--- config.mk ---
export PLATFORM = sky130hd
export DESIGN_NAME = swervolf_branch_stats
export DESIGN_NICKNAME = d
export VERILOG_FILES = /design/src/rtl/swervolf_branch_stats.sv
export SDC_FILE = /design/constraint.sdc
export NUM_CORES = 1
export LEC_CHECK = 0
export CORE_ASPECT_RATIO = 0.7
export CORE_UTILIZATION = 42
export CTS_CLUSTER_SIZE = 16
export DETAILED_ROUTE_END_ITERATION = 8
export HOLD_SLACK_MARGIN = 0.12
export PLACE_DENSITY = 0.7
export SYNTH_ARGS = -nofsm -noshare
export SYNTH_HDL_FRONTEND = slang
export SYNTH_SLANG_ARGS = --single-unit
--- constraint.sdc ---
create_clock -name clk -period 3.1 [get_ports clk]
set_input_delay 0.465 -clock clk [delete_from_list [all_inputs] [get_ports clk]]
set_output_delay 0.465 -clock clk [all_outputs]
set_load 0.02 [all_outputs]
--- src/rtl/swervolf_branch_stats.sv ---
`default_nettype none
// ============================================================================
// Module   : swervolf_branch_stats
// Brief    : Retired-branch statistics block. Three saturating 32-bit
//            counters (total, taken, mispredicted) behind a small Wishbone
//            register slave, plus a periodic snapshot of the total and taken
//            counts for a seven-segment display.
// Revision : 1.0 - initial release
// ============================================================================
module swervolf_branch_stats #(
  parameter int unsigned REFRESH_CYCLES = 50000
) (
  input  logic        clk,
  input  logic        rst,
  input  logic        i_br_valid,
  input  logic        i_br_taken,
  input  logic        i_br_mispred,
  input  logic [3:0]  i_wb_adr,
  input  logic [31:0] i_wb_dat,
  input  logic        i_wb_we,
  input  logic        i_wb_cyc,
  input  logic        i_wb_stb,
  output logic [31:0] o_wb_rdt,
  output logic        o_wb_ack,
  output logic [31:0] o_branches,
  output logic [31:0] o_taken,
  output logic        o_snap_stb
);

  // Register word selects (adr[3:2])
  localparam logic [1:0]  C_SEL_CTRL    = 2'd0;
  localparam logic [1:0]  C_SEL_TOTAL   = 2'd1;
  localparam logic [1:0]  C_SEL_TAKEN   = 2'd2;
  localparam logic [1:0]  C_SEL_MISPRED = 2'd3;

  // CTRL bit positions
  localparam int          C_BIT_EN      = 0;
  localparam int          C_BIT_CLR     = 1;

  localparam logic [31:0] C_CNT_MAX     = 32'hFFFF_FFFF;

  // The timer counts 0..REFRESH_CYCLES-1; 24 bits cover the largest period.
  localparam int          C_TMR_W       = 24;
  localparam logic [C_TMR_W-1:0] C_TMR_LAST = C_TMR_W'(REFRESH_CYCLES - 1);

  // --------------------------------------------------------------------------
  // State
  // --------------------------------------------------------------------------
  logic               r_ack;
  logic [31:0]        r_rdt;
  logic               r_en;
  logic               r_ovf;
  logic [31:0]        r_total;
  logic [31:0]        r_taken;
  logic [31:0]        r_mispred;
  logic [C_TMR_W-1:0] r_tmr;
  logic [31:0]        r_branches_snap;
  logic [31:0]        r_taken_snap;
  logic               r_snap;

  // --------------------------------------------------------------------------
  // Combinational
  // --------------------------------------------------------------------------
  logic               w_req;
  logic               w_ctrl_wr;
  logic               w_clr;
  logic               w_en_next;
  logic               w_ovf_next;
  logic [31:0]        w_total_next;
  logic [31:0]        w_taken_next;
  logic [31:0]        w_mispred_next;
  logic [31:0]        w_rdata;
  logic               w_tmr_wrap;
  logic               w_unused;

  // Only adr[3:2] and CTRL bits [1:0] carry meaning.
  assign w_unused = ^{i_wb_adr[1:0], i_wb_dat[31:2]};

  // Saturating increment: once at all-ones the counter stays there.
  function automatic logic [31:0] sat_inc(input logic [31:0] val, input logic inc);
    if (inc && (val != C_CNT_MAX)) begin
      return val + 32'd1;
    end
    return val;
  endfunction

  // A new request is only recognised while no ack is outstanding, which
  // spaces back-to-back requests on a held strobe to one per two cycles.
  assign w_req      = i_wb_cyc & i_wb_stb & ~r_ack;
  assign w_ctrl_wr  = w_req & i_wb_we & (i_wb_adr[3:2] == C_SEL_CTRL);
  assign w_clr      = w_ctrl_wr & i_wb_dat[C_BIT_CLR];
  assign w_tmr_wrap = (r_tmr == C_TMR_LAST);

  // Next counter/flag values; clear overrides any same-cycle branch event.
  always_comb begin
    w_en_next      = r_en;
    w_total_next   = r_total;
    w_taken_next   = r_taken;
    w_mispred_next = r_mispred;
    w_ovf_next     = r_ovf;

    if (w_ctrl_wr) begin
      w_en_next = i_wb_dat[C_BIT_EN];
    end

    if (w_clr) begin
      w_total_next   = 32'd0;
      w_taken_next   = 32'd0;
      w_mispred_next = 32'd0;
      w_ovf_next     = 1'b0;
    end else begin
      w_total_next   = sat_inc(r_total,   r_en & i_br_valid);
      w_taken_next   = sat_inc(r_taken,   r_en & i_br_valid & i_br_taken);
      w_mispred_next = sat_inc(r_mispred, r_en & i_br_valid & i_br_mispred);
      w_ovf_next     = r_ovf
                     | (w_total_next   == C_CNT_MAX)
                     | (w_taken_next   == C_CNT_MAX)
                     | (w_mispred_next == C_CNT_MAX);
    end
  end

  // Register read mux, sampled in the request cycle.
  always_comb begin
    w_rdata = 32'd0;
    case (i_wb_adr[3:2])
      C_SEL_CTRL:    w_rdata = {29'd0, r_ovf, 1'b0, r_en};
      C_SEL_TOTAL:   w_rdata = r_total;
      C_SEL_TAKEN:   w_rdata = r_taken;
      C_SEL_MISPRED: w_rdata = r_mispred;
      default:       w_rdata = 32'd0;
    endcase
  end

  // --------------------------------------------------------------------------
  // Sequential
  // --------------------------------------------------------------------------

  // Counters, enable and overflow flag; written every cycle from next-state.
  always_ff @(posedge clk) begin
    if (rst) begin
      r_en      <= 1'b0;
      r_ovf     <= 1'b0;
      r_total   <= 32'd0;
      r_taken   <= 32'd0;
      r_mispred <= 32'd0;
    end else begin
      r_en      <= w_en_next;
      r_ovf     <= w_ovf_next;
      r_total   <= w_total_next;
      r_taken   <= w_taken_next;
      r_mispred <= w_mispred_next;
    end
  end

  // Wishbone ack pulse and read data; data is zero whenever ack is low.
  always_ff @(posedge clk) begin
    if (rst) begin
      r_ack <= 1'b0;
      r_rdt <= 32'd0;
    end else begin
      r_ack <= w_req;
      r_rdt <= w_req ? w_rdata : 32'd0;
    end
  end

  // Refresh timer and display snapshots; snapshots take pre-increment counts.
  always_ff @(posedge clk) begin
    if (rst || w_clr) begin
      r_tmr           <= '0;
      r_branches_snap <= 32'd0;
      r_taken_snap    <= 32'd0;
      r_snap          <= 1'b0;
    end else if (w_tmr_wrap) begin
      r_tmr           <= '0;
      r_branches_snap <= r_total;
      r_taken_snap    <= r_taken;
      r_snap          <= 1'b1;
    end else begin
      r_tmr           <= r_tmr + C_TMR_W'(1);
      r_snap          <= 1'b0;
    end
  end

  assign o_wb_ack   = r_ack;
  assign o_wb_rdt   = r_rdt;
  assign o_branches = r_branches_snap;
  assign o_taken    = r_taken_snap;
  assign o_snap_stb = r_snap;

endmodule
`default_nettype wire

==> notes.md, run 1 <==
run results: Residual DRC 6, crit path DRT 3.50 ns, Chip Height 135 um, Resized Gates After CTS 0, slowest CP cell or4_1, worst-path cell chain nand4_1 > or4_1 > nor4_2 > nor2_1 > buf_4 > a31oi_1 > nor4_1 > a32oi_1 > nand3_1, violated checks design-rule violations, total global-route track usage 26.0%, HPWL after DPL 25,200 um, Flops 220, Worst Max-Slew Pin Slew 0.635 ns, worst vdd rail ir drop 0.378 mV, RSZ-0062 raised after global routing false, Vias per Instance 5.63, Comb/total area 42.8%, root buffer cell clkbuf_16, CP Class reg2reg, WL/cell 18.7 um, Non-CTS inverters 13, Data arrival, critical path 3.44 ns, Worst Reg2Reg Path Length in Cells 9, met1 usage 39.2%, Buffers, non-clock 249, crit path launch type flop, Min-Delay Endpoint o_taken[15]$_SDFFE_PP0P_, GR peak layer met1, Syn-to-layout area delta 27.8%, buffering overhead 15.9%, Hold-fix buffers, CTS 0, start point of the worst hold path o_taken[15]$_SDFFE_PP0P_, clk sinks 220, Post-synth top flop dfxtp_1, Die Width 193 um, Combinational Area 5840 um^2, YS chip area 10,700 um^2, Pwr Total around 5900 uW, sw frac 21.0%, Port Buf Inserts between 100 and 150, Tapcells 325, number of global-route vias before repair ~9,700, Max Root-Sink Buffers 3, clock buffer count from CTS 22, DP Area 12,900 um^2, HP Class reg2reg, Post-synth seq share 41.2%, status finished, violations left, layout cell share with drive strength beyond 1 between 10% and 20%, final cell count without fillers 1,821, clock slew at reported path FFs 0.06 ns, initial antenna violation count 1, nets@finish 1,530, EDFF count, synth 0, number of routed nets with antenna violations 0
[run 1: synthesized netlist by cell type (22+ instances only)]
cell / number / share of area, %
a21oi_1: 92 / 4.3
a22oi_1: 30 / 2.1
and3_1: 27 / 1.6
buf_2: 27 / 1.3
clkbuf_1: 64 / 2.2
dfxtp_1: 220 / 41
mux2_2: 29 / 3.1
nand2_1: 205 / 7.2
nand3_1: 43 / 2.0
nand4_1: 47 / 2.8
nor2_1: 164 / 5.8
nor4_1: 22 / 1.3
xnor2_1: 45 / 3.7
xor2_1: 53 / 4.3
[run 1: logic make-up after synthesis]
family / synth area share (%)
buffers and inverters: 4.23
AND-OR/OR-AND: 12.1
adder cells (fa/ha/maj): 0.469
AND/OR/NAND/NOR: 29.8
XOR/XNOR: 8.04
multiplexers: 4.15
flip-flops: 41.2
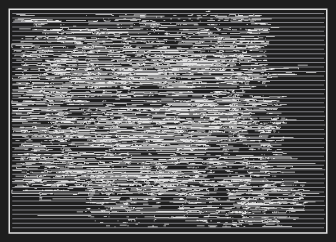
**Above:** run 1 (metal 1).
Supply wires on this layer in gray.
The wires run mostly horizontal. The layer carries 16,400 um of wire. The layer holds 48% of the routed length. 1,404 nets have wire on it.

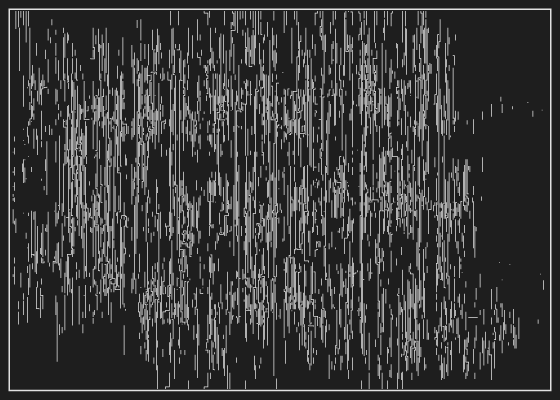
**Above:** run 1 (metal 2).
The layer holds 40% of the routed length. The wires run mostly vertical. 1,261 nets have wire on it.
M2 GR Usage: 36.7%
vias: 10,254
final wirelength: 34,000 um

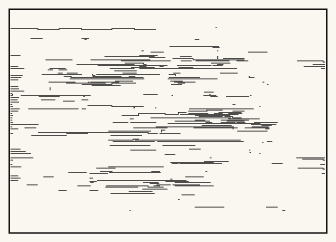
**Above:** run 1 (metal 3).
181 nets have wire on it. The layer carries 3,140 um of wire. The layer holds 9.2% of the routed length.
met3 Resource Use GR: 5.98%

**Run 1: the clock network**

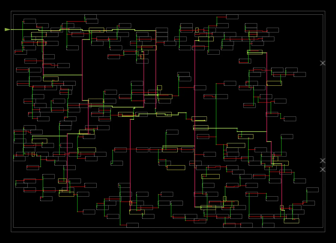

==> run 2: changes to the inputs <==
Settings changed: CORE_ASPECT_RATIO 0.7 to not set.
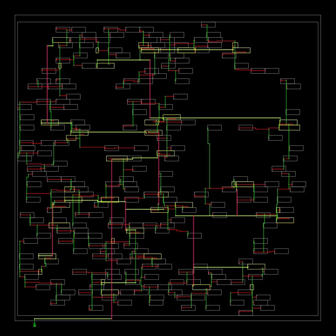
**Above:** run 2 (the clock network).
Max Clock Skew: 0.00982 ns
worst skew pair latency: 0.52 ns
clk sinks: 220
Clk. pwr: 2920 uW

==> notes.md, run 2 <==
run results: Final Hold Violation Tally 0, setup_tns 0 ns, aoi share 12.1%, Worst Reg2Reg Path Length in Cells 11, largest combinational cell category by area simple AND/OR/NAND/NOR gates, Hold-fix buffers, CTS 0, M2 GR Usage between 30% and 40%, WL/cell 18.4 um, total tool warning count just under 60, share of the synthesized area in the top cell type 41.2%, pre-CTS setup slack -0.0760 ns, period utilization 95.1%, Max Root-Sink Buffers 3, EDFF count, synth 0, Die Width approximately 160 um, Vias per Instance 5.62, Flops after synth 220, Syn-to-layout area delta 27.0%, Post-synth top flop dfxtp_1, status finished clean, yosys cell count 1,307, number of synthesis warnings 0, start point of the worst hold path r_tmr[0]$_SDFF_PP0_, Worst Setup End Kind flop, Data arrival, critical path about 3.4 ns, worst vdd rail ir drop between 0.3 and 0.4 mV, DP Area 12,800 um^2, critical path depth 11, most frequent logic cell in the layout dfxtp_1, main area contributors after synthesis dfxtp_1, nand2_1, nor2_1, xor2_1, a21oi_1, HP Class reg2reg, post-synth top area cell dfxtp_1, number of global-route vias before repair 9,702, metal2 WL 14,900 um, fin util between 50% and 60%, drt pass-1 iters 5, top cells by count dfxtp_1, nand2_1, nor2_1, a21oi_1, clkbuf_1, Min-Delay Endpoint r_tmr[0]$_SDFF_PP0_, RSZ-0062 raised after global routing false, Chip Height 161 um, syn avg cell area roughly 8 um^2, worst-path cell chain ha_1 > and4_1 > and4_1 > buf_4 > a2111oi_4 > nand4_1 > xor2_1 > a2111oi_1 > buf_4 > a32oi_1 > nand3_1, total global-route track usage roughly a quarter, CTS H-tree lvls 1, Post-synth seq share 41.2%, nets@finish 1,518, mux share 4.15%, clock buffer count from CTS 24, most common cell in the synthesized netlist dfxtp_1, Max Cap Viol 0, crit path DRT 3.50 ns, fa+ha+maj area frac less than 1%, Residual DRC 0, max incr delay on CP 0.52 ns, crit path launch type flop, final cell count without fillers 1,810, Pwr Density ~430 nW/um^2, Pwr Total 5880 uW, yosys simple share around 30%, slowest CP cell a2111oi_4, GR peak layer met2, root buffer cell clkbuf_16, Port Buf Inserts 109, Final WS setup about 0.15 ns, XOR/XNOR share of the synthesized area 8.04%, Reg2Reg Launch Point r_taken[0]$_SDFF_PP0_, clock slew at reported path FFs ~0.06 ns, initial antenna violation count 0, YS chip area roughly 11,000 um^2, final wirelength 33,300 um, number of routed nets with antenna violations 0, Top cells excl fill/tap dfxtp_1, nand2_1, nor2_1, Worst Max-Slew Pin Slew 0.692 ns, met3 Resource Use GR under 10%, max_slew headroom 53.4%, CP startpoint r_taken[0]$_SDFF_PP0_, vias ~10,000, met1 usage a little over a third, layout cell share with drive strength beyond 1 between 10 and 15%, CP Class reg2reg, synthesized net count 1,355, HPWL after DPL approximately 24,000 um, RR Endpoint r_ovf$_SDFF_PP0_
run 2: what timing repair did:
item / 4_1_cts / 5_1_grt
setup endpoints to repair: 0 / 1
hold endpoints to repair: 0 / 0
gates resized: 0 / 1
run 2: cell type report:
cell class / instances / area [um^2] / share of cell area, %
Multi-Input combinational cell: 976 / 5850 / 43.1
Tap cell: 324 / 405 / 2.99
Clock inverter: 10 / 139 / 1.02
Clock buffer: 32 / 671 / 4.94
Inverter: 13 / 48.8 / 0.360
Sequential cell: 220 / 4400 / 32.5
Timing Repair Buffer: 235 / 2050 / 15.1
run 2: power by group:
part           internal (uW)  leakage (uW)  switching (uW)
clock network           1770      0.000398            1160
logic                   40.1       0.00254            88.8
registers               2830       0.00177            3.10
**Run 2: metal 3**

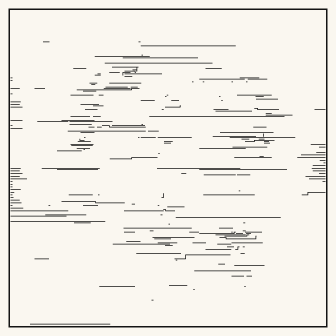

==> run 3: changes to the inputs <==
Settings changed: CORE_UTILIZATION 42 to 28, PLACE_DENSITY 0.7 to 0.52, SKIP_CTS_REPAIR_TIMING set to 1, SLEW_MARGIN set to 20.
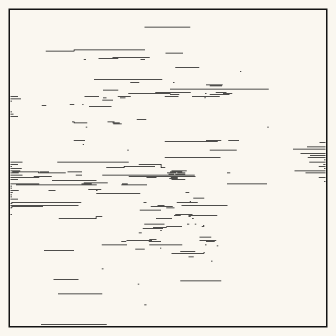
**Above:** run 3 (metal 3).
The layer holds 5.2% of the routed length. 120 nets have wire on it.
met3 Resource Use GR: 2.77%
vias: 10,112
final wirelength: 36,300 um

==> notes.md, run 3 <==
run results: status finished, violations left, violated checks design-rule violations, most frequent logic cell in the layout dfxtp_1, setup_tns 0 ns, number of synthesis warnings 0, Switching Power about 1300 uW, RSZ-0062 raised after global routing false, Buffers, non-clock 241, Combinational Power Share 2.3%, CP Class reg2reg, Tapcells 511, RR Endpoint r_ovf$_SDFF_PP0_, DP Area about 13,000 um^2, critical path depth 9, #MultiIn Comb 976, syn avg cell area roughly 8 um^2, Chip Height 197 um, yosys simple share 29.8%, fa+ha+maj area frac 0.469%, Worst Max-Slew Pin Slew about 0.67 ns, synthesized net count around 1,400, Reg2Reg Launch Point r_mispred[14]$_SDFF_PP0_, clock power share about 51%, clock buffer count from CTS 26, met1 usage 24.9%, number of global-route vias before repair 9,892, Post-synth seq share 41.2%, Worst Setup End Kind flop, yosys cell count between 1,000 and 1,500, Pwr Total 6000 uW, max incr delay on CP 0.63 ns, Flops after synth 220, Biggest Area Class logic gates, EDFF count, synth 0, Non-CTS inverters 13, metal2 WL 16,800 um, total tool warning count 58, drt pass-1 iters 7, largest combinational cell category by area simple AND/OR/NAND/NOR gates, HP Class reg2reg, Vias per Instance between 5 and 6, initial antenna violation count 0, layout cell share with drive strength beyond 1 15.4%, WL/cell 18.1 um, clk sinks 220, start point of the worst hold path r_tmr[0]$_SDFF_PP0_, Max Clock Skew about 0.013 ns, most common cell in the synthesized netlist dfxtp_1, post-synth top area cell dfxtp_1, total global-route track usage 18.6%, Residual DRC 2, period utilization 92.6%, clock slew at reported path FFs 0.06 ns, worst-path cell chain nand4_1 > or4_1 > nor4_2 > nor2_1 > buf_4 > a31oi_1 > nor4_1 > a32oi_1 > nand3_1, YS chip area 10,700 um^2
[run 3: how the worst min path moves through the flow]
stage,slack (ns),to
3_3_place_gp,0.43,r_tmr[0]$_SDFF_PP0_
3_5_place_dp,0.43,r_tmr[0]$_SDFF_PP0_
5_1_grt,0.47,o_taken[18]$_SDFFE_PP0P_
2_1_floorplan,0.41,r_tmr[0]$_SDFF_PP0_
6_report,0.44,r_tmr[0]$_SDFF_PP0_
4_1_cts,0.44,r_tmr[0]$_SDFF_PP0_
[run 3: power groups by stage]
stage	logic, uW	registers, uW	clock network [uW]
after floorplan	73.7	2900	0
after global placement	138	2900	0
after detailed placement	138	2900	0
after CTS	138	2830	3130
after global routing	147	2830	3220
final	135	2830	3030

==> screenshots <==
Metal 4.
Scale bar: 50 um. Supply wires on this layer in gray.
panel A
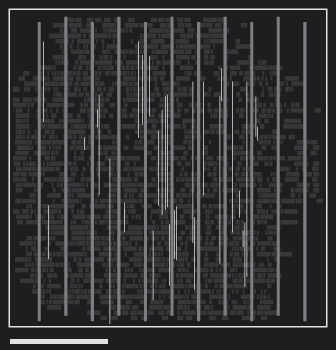
panel B
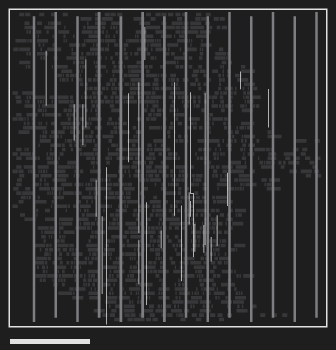
Of these, largest die: panel B
Run 3 is panel B.
Run 2 is panel A.

Power figures rest on the tool's default switching activity, not on a simulated workload.
